Fig. 1: run 1, M1 wires
Drawn at 4 px/micron. Supply wires on this layer in grey.
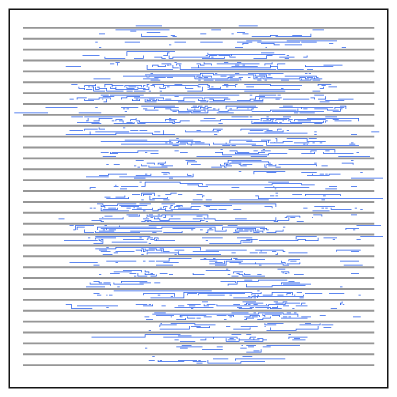
Fig. 2: run 1, metal 2
Drawn at 3 px/micron. Cells faint in the background.
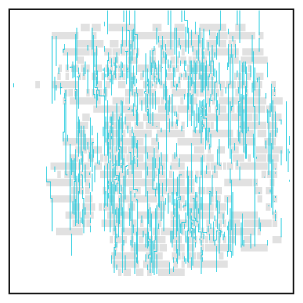
Fig. 3: run 1, signal wires on met3
Drawn at 4 px/micron.
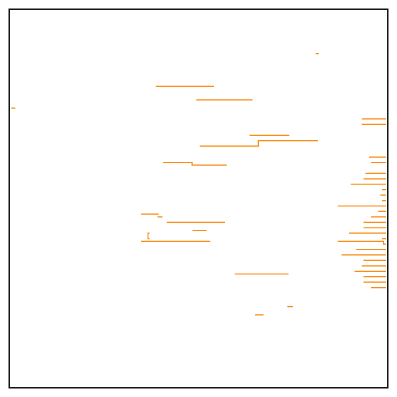
**src/rtl/vga_pkg.sv**
```systemverilog
// VGA timing constants, sync polarity and colour widths shared by the scanout block.
// Latency: n/a (declarations only).
// Backpressure: n/a.
//
// Contents: default 640x480@60 timing, sync levels, colour field widths,
// the pipeline tag carried alongside each framebuffer read, and a counter
// width helper.
package vga_pkg;

  // Default 640x480@60 timing (25 MHz pixel clock)
  localparam int VGA_H_ACTIVE = 640;
  localparam int VGA_H_FRONT  = 16;
  localparam int VGA_H_SYNC   = 96;
  localparam int VGA_H_BACK   = 48;
  localparam int VGA_V_ACTIVE = 480;
  localparam int VGA_V_FRONT  = 10;
  localparam int VGA_V_SYNC   = 2;
  localparam int VGA_V_BACK   = 33;

  localparam int VGA_H_TOTAL = VGA_H_ACTIVE + VGA_H_FRONT + VGA_H_SYNC + VGA_H_BACK;
  localparam int VGA_V_TOTAL = VGA_V_ACTIVE + VGA_V_FRONT + VGA_V_SYNC + VGA_V_BACK;

  // Both syncs are active low for this mode
  localparam logic SYNC_ACTIVE = 1'b0;
  localparam logic SYNC_IDLE   = 1'b1;

  // Colour: 4 bits per channel, packed {R,G,B}
  localparam int                COLOR_W   = 4;
  localparam int                RGB_W     = 3 * COLOR_W;
  localparam logic [RGB_W-1:0]  RGB_BLACK = '0;

  // Per-pixel attributes that travel with a read while its data is in flight
  typedef struct packed {
    logic act;  // pixel lies in the active area
    logic hs;   // inside the horizontal sync window
    logic vs;   // inside the vertical sync window
    logic fs;   // first pixel of the frame
  } pix_tag_t;

  // Bits needed for a counter running 0..n-1
  function automatic int cnt_w(input int n);
    return (n <= 2) ? 1 : $clog2(n);
  endfunction

endpackage

```
**src/rtl/framebuffer_scanout_if.sv**
```systemverilog
// Framebuffer read port between the scanout engine and the pixel RAM.
// Latency: rd_data returns a fixed number of cycles after rd_en (set by the RAM).
// Backpressure: none; the reader issues one read per active pixel unconditionally.
//
// Signals: rd_en (read strobe), rd_addr (pixel index), rd_data (1-bit pixel).
// master = scanout side, slave = framebuffer side.
interface framebuffer_scanout_if #(
  parameter int ADDR_WIDTH = 19
) ();

  logic                  rd_en;
  logic [ADDR_WIDTH-1:0] rd_addr;
  logic                  rd_data;

  modport master (
    output rd_en,
    output rd_addr,
    input  rd_data
  );

  modport slave (
    input  rd_en,
    input  rd_addr,
    output rd_data
  );

endinterface

```
**src/rtl/vga_timing.sv**
```systemverilog
// Horizontal/vertical raster counters with active, sync and frame-wrap decodes.
// Latency: decodes are combinational from the registered counters (0 cycles).
// Backpressure: none; counters advance every cycle while run_i is high.
//
// Ports: clk, resetn (async active low), run_i (advance counters; held at 0
// otherwise), active_o, in_hsync_o, in_vsync_o (raw window decodes),
// origin_o (counters at 0,0), frame_wrap_o (last pixel of the frame).
module vga_timing import vga_pkg::*; #(
  parameter int SCREEN_WIDTH  = VGA_H_ACTIVE,
  parameter int SCREEN_HEIGHT = VGA_V_ACTIVE,
  parameter int H_FRONT       = VGA_H_FRONT,
  parameter int H_SYNC        = VGA_H_SYNC,
  parameter int H_BACK        = VGA_H_BACK,
  parameter int V_FRONT       = VGA_V_FRONT,
  parameter int V_SYNC        = VGA_V_SYNC,
  parameter int V_BACK        = VGA_V_BACK
) (
  input  logic clk,
  input  logic resetn,
  input  logic run_i,
  output logic active_o,
  output logic in_hsync_o,
  output logic in_vsync_o,
  output logic origin_o,
  output logic frame_wrap_o
);

  localparam int H_TOTAL = SCREEN_WIDTH + H_FRONT + H_SYNC + H_BACK;
  localparam int V_TOTAL = SCREEN_HEIGHT + V_FRONT + V_SYNC + V_BACK;
  localparam int HW      = cnt_w(H_TOTAL);
  localparam int VW      = cnt_w(V_TOTAL);

  localparam logic [HW-1:0] H_LAST   = HW'(H_TOTAL - 1);
  localparam logic [HW-1:0] H_ACT    = HW'(SCREEN_WIDTH);
  localparam logic [HW-1:0] HS_START = HW'(SCREEN_WIDTH + H_FRONT);
  localparam logic [HW-1:0] HS_END   = HW'(SCREEN_WIDTH + H_FRONT + H_SYNC);
  localparam logic [VW-1:0] V_LAST   = VW'(V_TOTAL - 1);
  localparam logic [VW-1:0] V_ACT    = VW'(SCREEN_HEIGHT);
  localparam logic [VW-1:0] VS_START = VW'(SCREEN_HEIGHT + V_FRONT);
  localparam logic [VW-1:0] VS_END   = VW'(SCREEN_HEIGHT + V_FRONT + V_SYNC);

  logic [HW-1:0] h_cnt_q, h_cnt_d;
  logic [VW-1:0] v_cnt_q, v_cnt_d;
  logic          h_wrap;

  assign h_wrap = (h_cnt_q == H_LAST);

  always_comb begin
    h_cnt_d = h_cnt_q;
    v_cnt_d = v_cnt_q;
    if (run_i) begin
      if (h_wrap) begin
        h_cnt_d = '0;
        v_cnt_d = (v_cnt_q == V_LAST) ? '0 : v_cnt_q + VW'(1);
      end else begin
        h_cnt_d = h_cnt_q + HW'(1);
      end
    end else begin
      // Idle is only entered on a frame wrap or reset, so this just pins 0,0
      h_cnt_d = '0;
      v_cnt_d = '0;
    end
  end

  always_ff @(posedge clk or negedge resetn) begin
    if (!resetn) begin
      h_cnt_q <= '0;
      v_cnt_q <= '0;
    end else begin
      h_cnt_q <= h_cnt_d;
      v_cnt_q <= v_cnt_d;
    end
  end

  assign active_o     = (h_cnt_q < H_ACT) && (v_cnt_q < V_ACT);
  assign in_hsync_o   = (h_cnt_q >= HS_START) && (h_cnt_q < HS_END);
  assign in_vsync_o   = (v_cnt_q >= VS_START) && (v_cnt_q < VS_END);
  assign origin_o     = (h_cnt_q == '0) && (v_cnt_q == '0);
  assign frame_wrap_o = h_wrap && (v_cnt_q == V_LAST);

endmodule

```
**src/rtl/framebuffer_scanout.sv**
```systemverilog
// Scans a 1-bit framebuffer out to VGA: raster timing, sequential reads, colour mapping.
// Latency: RD_LATENCY+1 cycles from raster position to registered hsync/vsync/RGB.
// Backpressure: none; the framebuffer must answer every read after exactly RD_LATENCY cycles.
//
// Ports: clk, resetn (async active low), enable (start/continue scanout,
// acted on only at frame boundaries), fb (framebuffer read master),
// vga_hsync/vga_vsync (active low), vga_r/g/b, vblank (output stage outside
// the active area), frame_start (one-cycle pulse with the first active pixel).
module framebuffer_scanout import vga_pkg::*; #(
  parameter int                SCREEN_WIDTH  = VGA_H_ACTIVE,
  parameter int                SCREEN_HEIGHT = VGA_V_ACTIVE,
  parameter int                H_FRONT       = VGA_H_FRONT,
  parameter int                H_SYNC        = VGA_H_SYNC,
  parameter int                H_BACK        = VGA_H_BACK,
  parameter int                V_FRONT       = VGA_V_FRONT,
  parameter int                V_SYNC        = VGA_V_SYNC,
  parameter int                V_BACK        = VGA_V_BACK,
  parameter int                ADDR_WIDTH    = $clog2(SCREEN_WIDTH * SCREEN_HEIGHT),
  parameter int                RD_LATENCY    = 1,
  parameter logic [RGB_W-1:0]  FG_COLOR      = 12'hFFF
) (
  input  logic                 clk,
  input  logic                 resetn,
  input  logic                 enable,
  framebuffer_scanout_if.master fb,
  output logic                 vga_hsync,
  output logic                 vga_vsync,
  output logic [COLOR_W-1:0]   vga_r,
  output logic [COLOR_W-1:0]   vga_g,
  output logic [COLOR_W-1:0]   vga_b,
  output logic                 vblank,
  output logic                 frame_start
);

  localparam logic [0:0] ST_IDLE = 1'b0;
  localparam logic [0:0] ST_RUN  = 1'b1;

  logic [0:0] state_q, state_d;
  logic       run;

  logic       active, in_hsync, in_vsync, origin, frame_wrap;

  logic [ADDR_WIDTH-1:0] addr_cnt_q, addr_cnt_d;
  logic                  rd_en;

  pix_tag_t   tag0;
  pix_tag_t   tag_q [RD_LATENCY];
  pix_tag_t   tag_rd;

  logic [RGB_W-1:0] rgb_q, rgb_d;
  logic             hsync_q, hsync_d;
  logic             vsync_q, vsync_d;
  logic             vblank_q, vblank_d;
  logic             fs_q, fs_d;

  assign run = (state_q == ST_RUN);

  vga_timing #(
    .SCREEN_WIDTH  (SCREEN_WIDTH),
    .SCREEN_HEIGHT (SCREEN_HEIGHT),
    .H_FRONT       (H_FRONT),
    .H_SYNC        (H_SYNC),
    .H_BACK        (H_BACK),
    .V_FRONT       (V_FRONT),
    .V_SYNC        (V_SYNC),
    .V_BACK        (V_BACK)
  ) u_timing (
    .clk          (clk),
    .resetn       (resetn),
    .run_i        (run),
    .active_o     (active),
    .in_hsync_o   (in_hsync),
    .in_vsync_o   (in_vsync),
    .origin_o     (origin),
    .frame_wrap_o (frame_wrap)
  );

  // Scanout only starts or stops on a frame boundary, so a mid-frame change
  // of enable never produces a partial frame.
  always_comb begin
    state_d = state_q;
    case (state_q)
      ST_IDLE: if (enable) state_d = ST_RUN;
      ST_RUN:  if (frame_wrap && !enable) state_d = ST_IDLE;
      default: state_d = ST_IDLE;
    endcase
  end

  always_ff @(posedge clk or negedge resetn) begin
    if (!resetn) state_q <= ST_IDLE;
    else         state_q <= state_d;
  end

  // Read side: one read per active pixel, addresses strictly sequential
  assign rd_en = run && active;

  always_comb begin
    addr_cnt_d = addr_cnt_q;
    if (!run || frame_wrap) addr_cnt_d = '0;
    else if (rd_en)         addr_cnt_d = addr_cnt_q + ADDR_WIDTH'(1);
  end

  always_ff @(posedge clk or negedge resetn) begin
    if (!resetn) addr_cnt_q <= '0;
    else         addr_cnt_q <= addr_cnt_d;
  end

  assign fb.rd_en   = rd_en;
  assign fb.rd_addr = addr_cnt_q;

  // Raster attributes delayed to line up with rd_data
  always_comb begin
    tag0     = '0;
    tag0.act = run && active;
    tag0.hs  = run && in_hsync;
    tag0.vs  = run && in_vsync;
    tag0.fs  = run && origin;
  end

  always_ff @(posedge clk or negedge resetn) begin
    if (!resetn) begin
      for (int i = 0; i < RD_LATENCY; i++) tag_q[i] <= '0;
    end else begin
      tag_q[0] <= tag0;
      for (int i = 1; i < RD_LATENCY; i++) tag_q[i] <= tag_q[i-1];
    end
  end

  assign tag_rd = tag_q[RD_LATENCY-1];

  // Output stage: rd_data outside an active slot is don't-care, so colour is
  // forced black whenever the delayed active flag is clear.
  always_comb begin
    rgb_d    = (tag_rd.act && fb.rd_data) ? FG_COLOR : RGB_BLACK;
    hsync_d  = tag_rd.hs ? SYNC_ACTIVE : SYNC_IDLE;
    vsync_d  = tag_rd.vs ? SYNC_ACTIVE : SYNC_IDLE;
    vblank_d = ~tag_rd.act;
    fs_d     = tag_rd.fs;
  end

  always_ff @(posedge clk or negedge resetn) begin
    if (!resetn) begin
      rgb_q    <= RGB_BLACK;
      hsync_q  <= SYNC_IDLE;
      vsync_q  <= SYNC_IDLE;
      vblank_q <= 1'b1;
      fs_q     <= 1'b0;
    end else begin
      rgb_q    <= rgb_d;
      hsync_q  <= hsync_d;
      vsync_q  <= vsync_d;
      vblank_q <= vblank_d;
      fs_q     <= fs_d;
    end
  end

  assign vga_r       = rgb_q[RGB_W-1 -: COLOR_W];
  assign vga_g       = rgb_q[COLOR_W +: COLOR_W];
  assign vga_b       = rgb_q[0 +: COLOR_W];
  assign vga_hsync   = hsync_q;
  assign vga_vsync   = vsync_q;
  assign vblank      = vblank_q;
  assign frame_start = fs_q;

endmodule

```
**src/flat_wrapper.sv**
```systemverilog
// flat-port wrapper written by rule: the top's interface ports become plain ports
module framebuffer_scanout_flat import vga_pkg::*;
#(
  parameter int                SCREEN_WIDTH  = VGA_H_ACTIVE,
  parameter int                SCREEN_HEIGHT = VGA_V_ACTIVE,
  parameter int                H_FRONT       = VGA_H_FRONT,
  parameter int                H_SYNC        = VGA_H_SYNC,
  parameter int                H_BACK        = VGA_H_BACK,
  parameter int                V_FRONT       = VGA_V_FRONT,
  parameter int                V_SYNC        = VGA_V_SYNC,
  parameter int                V_BACK        = VGA_V_BACK,
  parameter int                ADDR_WIDTH    = $clog2(SCREEN_WIDTH * SCREEN_HEIGHT),
  parameter int                RD_LATENCY    = 1,
  parameter logic [RGB_W-1:0]  FG_COLOR      = 12'hFFF
)
  (clk, resetn, enable, vga_hsync, vga_vsync, vga_r, vga_g, vga_b, vblank, frame_start, fb_rd_en, fb_rd_addr, fb_rd_data);
  framebuffer_scanout_if #(.ADDR_WIDTH(ADDR_WIDTH)) fb_i ();
  input  logic clk;
  input  logic resetn;
  input  logic enable;
  output logic vga_hsync;
  output logic vga_vsync;
  output logic [COLOR_W-1:0] vga_r;
  output logic [COLOR_W-1:0] vga_g;
  output logic [COLOR_W-1:0] vga_b;
  output logic vblank;
  output logic frame_start;
  output wire logic [$bits(fb_i.rd_en)-1:0] fb_rd_en;
  output wire logic [$bits(fb_i.rd_addr)-1:0] fb_rd_addr;
  input wire logic [$bits(fb_i.rd_data)-1:0] fb_rd_data;
  assign fb_rd_en = fb_i.rd_en;
  assign fb_rd_addr = fb_i.rd_addr;
  assign fb_i.rd_data = fb_rd_data;
  framebuffer_scanout #(.SCREEN_WIDTH(SCREEN_WIDTH), .SCREEN_HEIGHT(SCREEN_HEIGHT), .H_FRONT(H_FRONT), .H_SYNC(H_SYNC), .H_BACK(H_BACK), .V_FRONT(V_FRONT), .V_SYNC(V_SYNC), .V_BACK(V_BACK), .ADDR_WIDTH(ADDR_WIDTH), .RD_LATENCY(RD_LATENCY), .FG_COLOR(FG_COLOR)) u_core (.clk(clk), .resetn(resetn), .enable(enable), .fb(fb_i), .vga_hsync(vga_hsync), .vga_vsync(vga_vsync), .vga_r(vga_r), .vga_g(vga_g), .vga_b(vga_b), .vblank(vblank), .frame_start(frame_start));
endmodule
```
**config.mk**
```make
export PLATFORM = sky130hd
export DESIGN_NAME = framebuffer_scanout_flat
export DESIGN_NICKNAME = d
export VERILOG_FILES = /design/src/rtl/vga_pkg.sv /design/src/rtl/framebuffer_scanout_if.sv /design/src/rtl/vga_timing.sv /design/src/rtl/framebuffer_scanout.sv /design/src/flat_wrapper.sv
export SDC_FILE = /design/constraint.sdc
export NUM_CORES = 1
export LEC_CHECK = 0
export ABC_AREA = 1
export CAP_MARGIN = 20
export CORE_MARGIN = 3
export CORE_UTILIZATION = 35
export DETAILED_ROUTE_END_ITERATION = 10
export MAX_ROUTING_LAYER = met4
export PLACE_DENSITY_LB_ADDON = 0.25
export SYNTH_ARGS = -nofsm -noshare
export SYNTH_HDL_FRONTEND = slang
export SYNTH_SLANG_ARGS = --single-unit
```
**constraint.sdc**
```tcl
create_clock -name clk -period 1.49 [get_ports clk]
set_input_delay 0.447 -clock clk [delete_from_list [all_inputs] [get_ports clk]]
set_output_delay 0.447 -clock clk [all_outputs]
set_load 0.02 [all_outputs]
```
==> ci_impl_report.md, run 1 <==
### Flow metrics

| Metric | Value |
|---|---|
| Crit-path leading delay family | flip-flops |
| Worst-case clock buffer depth | 2 |
| Commonest flop | dfrtp_1 |
| Ports | 40 |
| Iteration-0 DRC Markers | 115 |
| CP max-delay cell | dfrtp_1 |
| Max Cap Viol | 0 |
| Area of the die | 0.00888 sq mm |
| Core area | 0.00741 sq mm |
| Rows | 31 |
| Total gr overflow | 0 |
| Final net count | 468 |
| DR DRC count | 0 |
| Floorplan utilization | 36.8% |
| Simple Share, Synth | 33.6% |
| Reg clk slew, reported paths | 0.09 ns |
| Vias in the first global route | 2380 |
| H-tree depth | 2 |
| Crit Path Class | reg2out |
| Hold crit path type | in2async |
| Port bufs | 39 |
| YS chip area | 0.00272 sq mm |
| Die X | 94.2 microns |
| Seq cells post-synth | 49 |
| WL/cell | 13.0 microns |
| Critical Path RT | 1.04 ns |
| Clk sink count | 49 |
| Failing checks | negative setup slack |
| Highest clock rate | 590 MHz |
| CP peak stage delay | 0.42 ns |
| Die Height | 94.2 microns |
| GRT Total Usage | 15.3% |
| Period utilisation layout | 114% |
| Worst slew pin tran | 0.370 ns |
| Antenna violations before repair | 0 |
| Total wire length | 7240 microns |
| Xor/xnor share | 0.643% |
| Synth Net Count | 370 |
| RSZ-0062 raised after global routing | true |
| Syn-to-layout area delta | 49.1% |
| Met1 wire length | 3330 microns |
| Yosys adder share | 2.30% |
| Final setup margin | -0.203 ns |
| Buf/Inv on CP | 2 |
| Lkg Pwr | 2.01 nW |
| Pin count of the biggest net entering global routing | 19 |
| Final Slew Violations | 0 |
| Clock Skew | 0.0116 ns |
| RePlAce Congestion | 0.900 |
| DPL Wire Length | 4790 microns |
| Root buf cell | clkbuf_8 |
| CTS tree | done |
| Met3 wire len | 282 microns |
| Pwr Total | 4.38 mW |
| Antenna fix cells | 0 |
| Log Warnings | 30 |
| Setup-failing EPs final | 21 |
| Post-synth seq share | 45.2% |
| TritonCTS Buffers | 5 |
| Post-Syn Instances | 361 |
| Max_slew headroom | 75.3% |
| Outcome | finished with violations |
| Synth unique cells | 30 |
| Final hold vios | 0 |
| Yosys warning tally | 0 |
| Asr flop ratio synth | 100% |
| Number of synthesized flops with an enable pin | 0 |
| Power Density | 1080 mW/mm^2 |
| Minimum clock period | 1.69 ns |
| Crit path max fanout | 4 |
| Post-route ant nets | 0 |
| Avg Inst Size Synth | 7.55 sq um |
| Drt first pass iters | 4 |
| Post-Synth AOI/OAI Area | 7.49% |
| Ys cells | 361 |
| Layout cells sized above 1 | 38.0% |
| Cell Count, Final, Fillers Out | 559 |
| Hold-fix buffers, CTS | 0 |
| Number of vias per cell | 4.77 |
| Logic family by area | simple AND/OR/NAND/NOR gates |
| CP most frequent cell | nand2_1 |
| Setup_tns | -0.568 ns |
| Post-Syn Area | 0.00272 sq mm |
| Post-Place Cells | 535 |
| Global-route wire length before repair | 10700 microns |
| Arrival @ worst endpoint | 1.25 ns |
| Mux frac, synth | 0% |
| Hold_ws | 0.0476 ns |
Notes on Fig. 1 above:
share of all routed wire: 46%
nets with wire on the layer: 418
wire length on this layer: 3330 microns
main direction: horizontal

Notes on Fig. 2 above:
wire length on this layer: 3590 microns
nets with wire on the layer: 384
longest straight run: 46.6 microns
main direction: vertical

Notes on Fig. 3 above:
wire length on this layer: 283 microns
main direction: horizontal

## run 1: synth_stat cells (4+ instances only)
cell     number  area share, %
ha_1          5            2.3
nand2_1      90             12
nor2_2        4           0.92
nor2_1       53            7.3
buf_4        12            3.3
dfrtp_1      46             42
nand4_1       9            2.1
nand3_1      28            5.1
nor3_1        6            1.1
inv_1        45            6.2
o21ai_0      14            2.6
a21oi_1      20            3.7
## run 1: flip-flops by register name, summed over array words and instances, names as in the netlist
register / flops
u_core.rgb_q: 1
u_core.vga_vsync: 1
u_core.fs_d: 1
u_core.u_timing.h_cnt_q: 10
u_core.tag_q: 3
u_core.u_timing.v_cnt_q: 10
u_core.vblank: 1
u_core.fb.rd_addr: 19
u_core.run: 1
u_core.vga_hsync: 1
u_core.frame_start: 1
## run 1: worst reg2reg max path: stages (launching register included)
cell and delay [ns]:
dfrtp_1 0.37, ha_2 0.19, nand2_2 0.07, nor2_4 0.15
nand3_4 0.12, nand2_8 0.13, clkinvlp_4 0.20, o21ai_1 0.18
nor2_1 0.05
## run 1: area by class of cell
class,instances,area (sq um),area share [%]
clock buffer,6,72.6,1.79
multi-input combinational,250,1470,36.2
clock inverter,2,35.0,0.863
timing repair buffer,107,943,23.2
tap,99,124,3.05
inverter,46,181,4.47
sequential,49,1230,30.4
## run 1: layer usage
metal	GRT usage, %	up-vias
met2	24.3	55
met4	3.13	0
met3	2.40	6
met1	20.9	1269
li1	-	1339
met5	-	-
## run 1: path summary, 6_finish.rpt
| check | start | to | slack (ns) | depth (start not counted) |
|---|---|---|---|---|
| max | u_core.u_timing.h_cnt_q[9] | fb_rd_en | -0.20 | 6 |
| min in group clk | u_core.fs_d | u_core.frame_start | 0.36 | 0 |
| max in group asynchronous | resetn | u_core.u_timing.v_cnt_q[7] | 0.96 | 2 |
| min reg2reg | u_core.fs_d | u_core.frame_start | 0.36 | 0 |
| max reg2reg | u_core.u_timing.h_cnt_q[1] | u_core.u_timing.v_cnt_q[2] | -0.08 | 8 |
| min | resetn | u_core.fb.rd_addr[6] | 0.05 | 1 |
## run 1: power by group
part | switching (mW) | internal, mW
logic | 0.952 | 0.722
clock network | 0.444 | 0.499
registers | 0.194 | 1.57
total | 1.59 | 2.79
## run 1: cell usage in the layout (no fill, tap or decap), types with 6 or more instances in the layout
cell type and n:
inv_1 41, nand3_1 22, nor2_4 9, clkdlybuf4s15_1 8
buf_6 9, dfrtp_1 43, dlygate4sd2_1 7, nor2_2 11
a21oi_1 16, nand4_1 9, buf_4 56, nand2_2 13
nand2_1 71, nand2_4 8, buf_2 15, nor2_1 40
o21ai_2 6
## run 1: per-stage QoR
stage | area, sq um | setup WS (ns)
global placement | 3540 | -0.335
finish | 4060 | -0.203
floorplan | 2730 | 0.00967
global route | 4060 | -0.309
CTS | 3590 | -0.231
detailed placement | 3540 | -0.357
## run 1: repair_timing
action / 4_1_cts / 5_1_grt
gates resized: 100 / 111
gates cloned: 0 / 5
buffers inserted: 3 / 9
pin swaps: 0 / 30
setup endpoints to repair: 50 / 58
==> run 2: changes to the inputs <==
--- a/config.mk
+++ b/config.mk
@@ -7,7 +7,7 @@
 export LEC_CHECK = 0
 export ABC_AREA = 1
 export CAP_MARGIN = 20
-export CORE_MARGIN = 3
+export CORE_MARGIN = 5
 export CORE_UTILIZATION = 35
 export DETAILED_ROUTE_END_ITERATION = 10
 export MAX_ROUTING_LAYER = met4
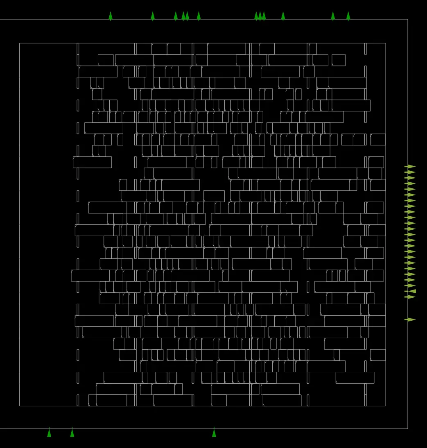
Fig. 4. Cell placement (run 2).
Flops: 49
Cell Count, Final, Fillers Out: 552

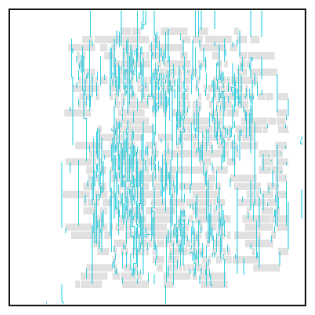
Fig. 5. Metal 2 (run 2).
Drawn at 3 px/micron. Cells faint in the background.
main direction: vertical
share of all routed wire: 49%
longest straight run: 51.0 microns
wire length on this layer: 3290 microns

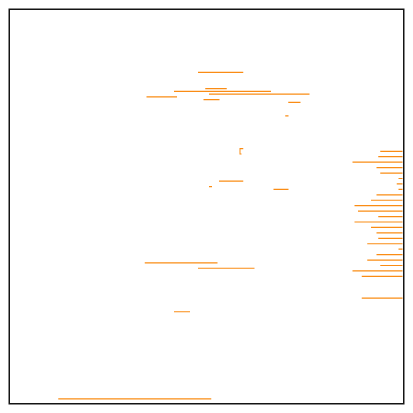
Fig. 6. Signal wires on met3 (run 2).
Drawn at 4 px/micron.
nets with wire on the layer: 38
wire length on this layer: 336 microns

==> ci_impl_report.md, run 2 <==
### Flow metrics

| Metric | Value |
|---|---|
| Reg2reg path depth | 9 |
| Final net count | 458 |
| Max Cap Viol | 0 |
| Period utilisation layout | 112% |
| Hold crit path type | in2async |
| Global-route wire length before repair | 10600 microns |
| Seq cells post-synth | 49 |
| Minimum clock period | 1.67 ns |
| WL/cell | 12.1 microns |
| Outcome | finished with violations |
| Final Slew Violations | 0 |
| Hold-fix buffers, CTS | 0 |
| H-tree depth | 2 |
| Worst-case clock buffer depth | 2 |
| Ports | 40 |
| Yosys top cell area share | 42.3% |
| Post-synth area hogs | dfrtp_1, nand2_1, nor2_1 |
| Post-Syn Area | 0.00272 sq mm |
| Antenna violations before repair | 0 |
| Final setup margin | -0.185 ns |
| Setup-failing EPs final | 25 |
| Clock Skew | 0.0141 ns |
| Dpl ws | -0.340 ns |
| Reg clk slew, reported paths | 0.10 ns |
| Pwr Total | 4.16 mW |
| Final instance area | 0.00396 sq mm |
| Crit Reg-Reg Endpoint | u_core.u_timing.v_cnt_q[5] |
| Post-route ant nets | 0 |
| Area of the die | 0.00965 sq mm |
| Post-Place Cells | 532 |
| Root buf cell | clkbuf_8 |
| Total wire length | 6700 microns |
| Post-synth seq share | 45.2% |
| Arrival @ worst endpoint | 1.23 ns |
| Ys cells | 361 |
| RSZ-0062 raised after global routing | true |
| Rows | 32 |
| GRT Total Usage | 13.8% |
| Syn-to-layout area delta | 45.5% |
| Vias in the first global route | 2315 |
| Max_slew headroom | 79.0% |
| DR DRC count | 0 |
| Failing checks | negative setup slack |
| Setup_tns | -0.714 ns |
## run 2: logic make-up (layout without fill, tap and decap cells)
family	after synthesis	count (layout)	synth area share, %
fa+ha+maj	5	5	2.30
compound gates	38	38	7.49
simple gates	205	205	33.6
buf+inv	62	151	10.8
xor+xnor	2	2	0.643
flops	49	49	45.2
## run 2: layout make-up
type | count | area (sq um)
Fill cell | 713 | 3680
Timing Repair Buffer | 97 | 888
Clock buffer | 5 | 68.8
Sequential cell | 49 | 1230
Inverter | 46 | 176
Multi-Input combinational cell | 250 | 1440
Clock inverter | 3 | 25.0
Tap cell | 102 | 128
## run 2: timing repair
| item | 4_1_cts | 5_1_grt |
|---|---|---|
| setup endpoints to repair | 49 | 62 |
| gates cloned | 2 | 1 |
| pin swaps | 0 | 24 |
| resized | 105 | 126 |
| setup buffers | 3 | 6 |
## run 2: per-layer routing
| layer | vias up | global-route usage [%] | share of wire (%) |
|---|---|---|---|
| met2 | 56 | 21.8 | 49 |
| li1 | 1319 | - | - |
| met4 | 0 | 4.10 | 1.4 |
| met3 | 6 | 3.43 | 5.0 |
| met5 | - | - | 0 |
| met1 | 1202 | 17.6 | 44 |
## run 2: worst max-delay path by stage
stage	from	endpoint	cells after the start
finish	u_core.u_timing.v_cnt_q[9]	fb_rd_en	6
global route	u_core.u_timing.h_cnt_q[9]	fb_rd_en	6
CTS	u_core.u_timing.h_cnt_q[9]	fb_rd_en	6
detailed placement	u_core.u_timing.v_cnt_q[9]	fb_rd_en	6
global placement	u_core.u_timing.h_cnt_q[9]	fb_rd_en	6
floorplan	u_core.u_timing.h_cnt_q[0]	u_core.run	8
## run 2: worst reg2reg max path: stages, from the launching register on
cell	delay [ns]
dfrtp_1	0.37
ha_2	0.20
nand2_2	0.07
nor2_4	0.15
nand3_4	0.12
nand2_8	0.14
buf_6	0.12
clkbuf_16	0.13
a21oi_2	0.05
nor2_1	0.13
## run 2: where the power goes
group          internal, mW  total [mW]  switching [mW]
sequential             1.57        1.74           0.167
combinational         0.685        1.60           0.916
clock                 0.340       0.825           0.485
Power is estimated from default activity; no workload was simulated.
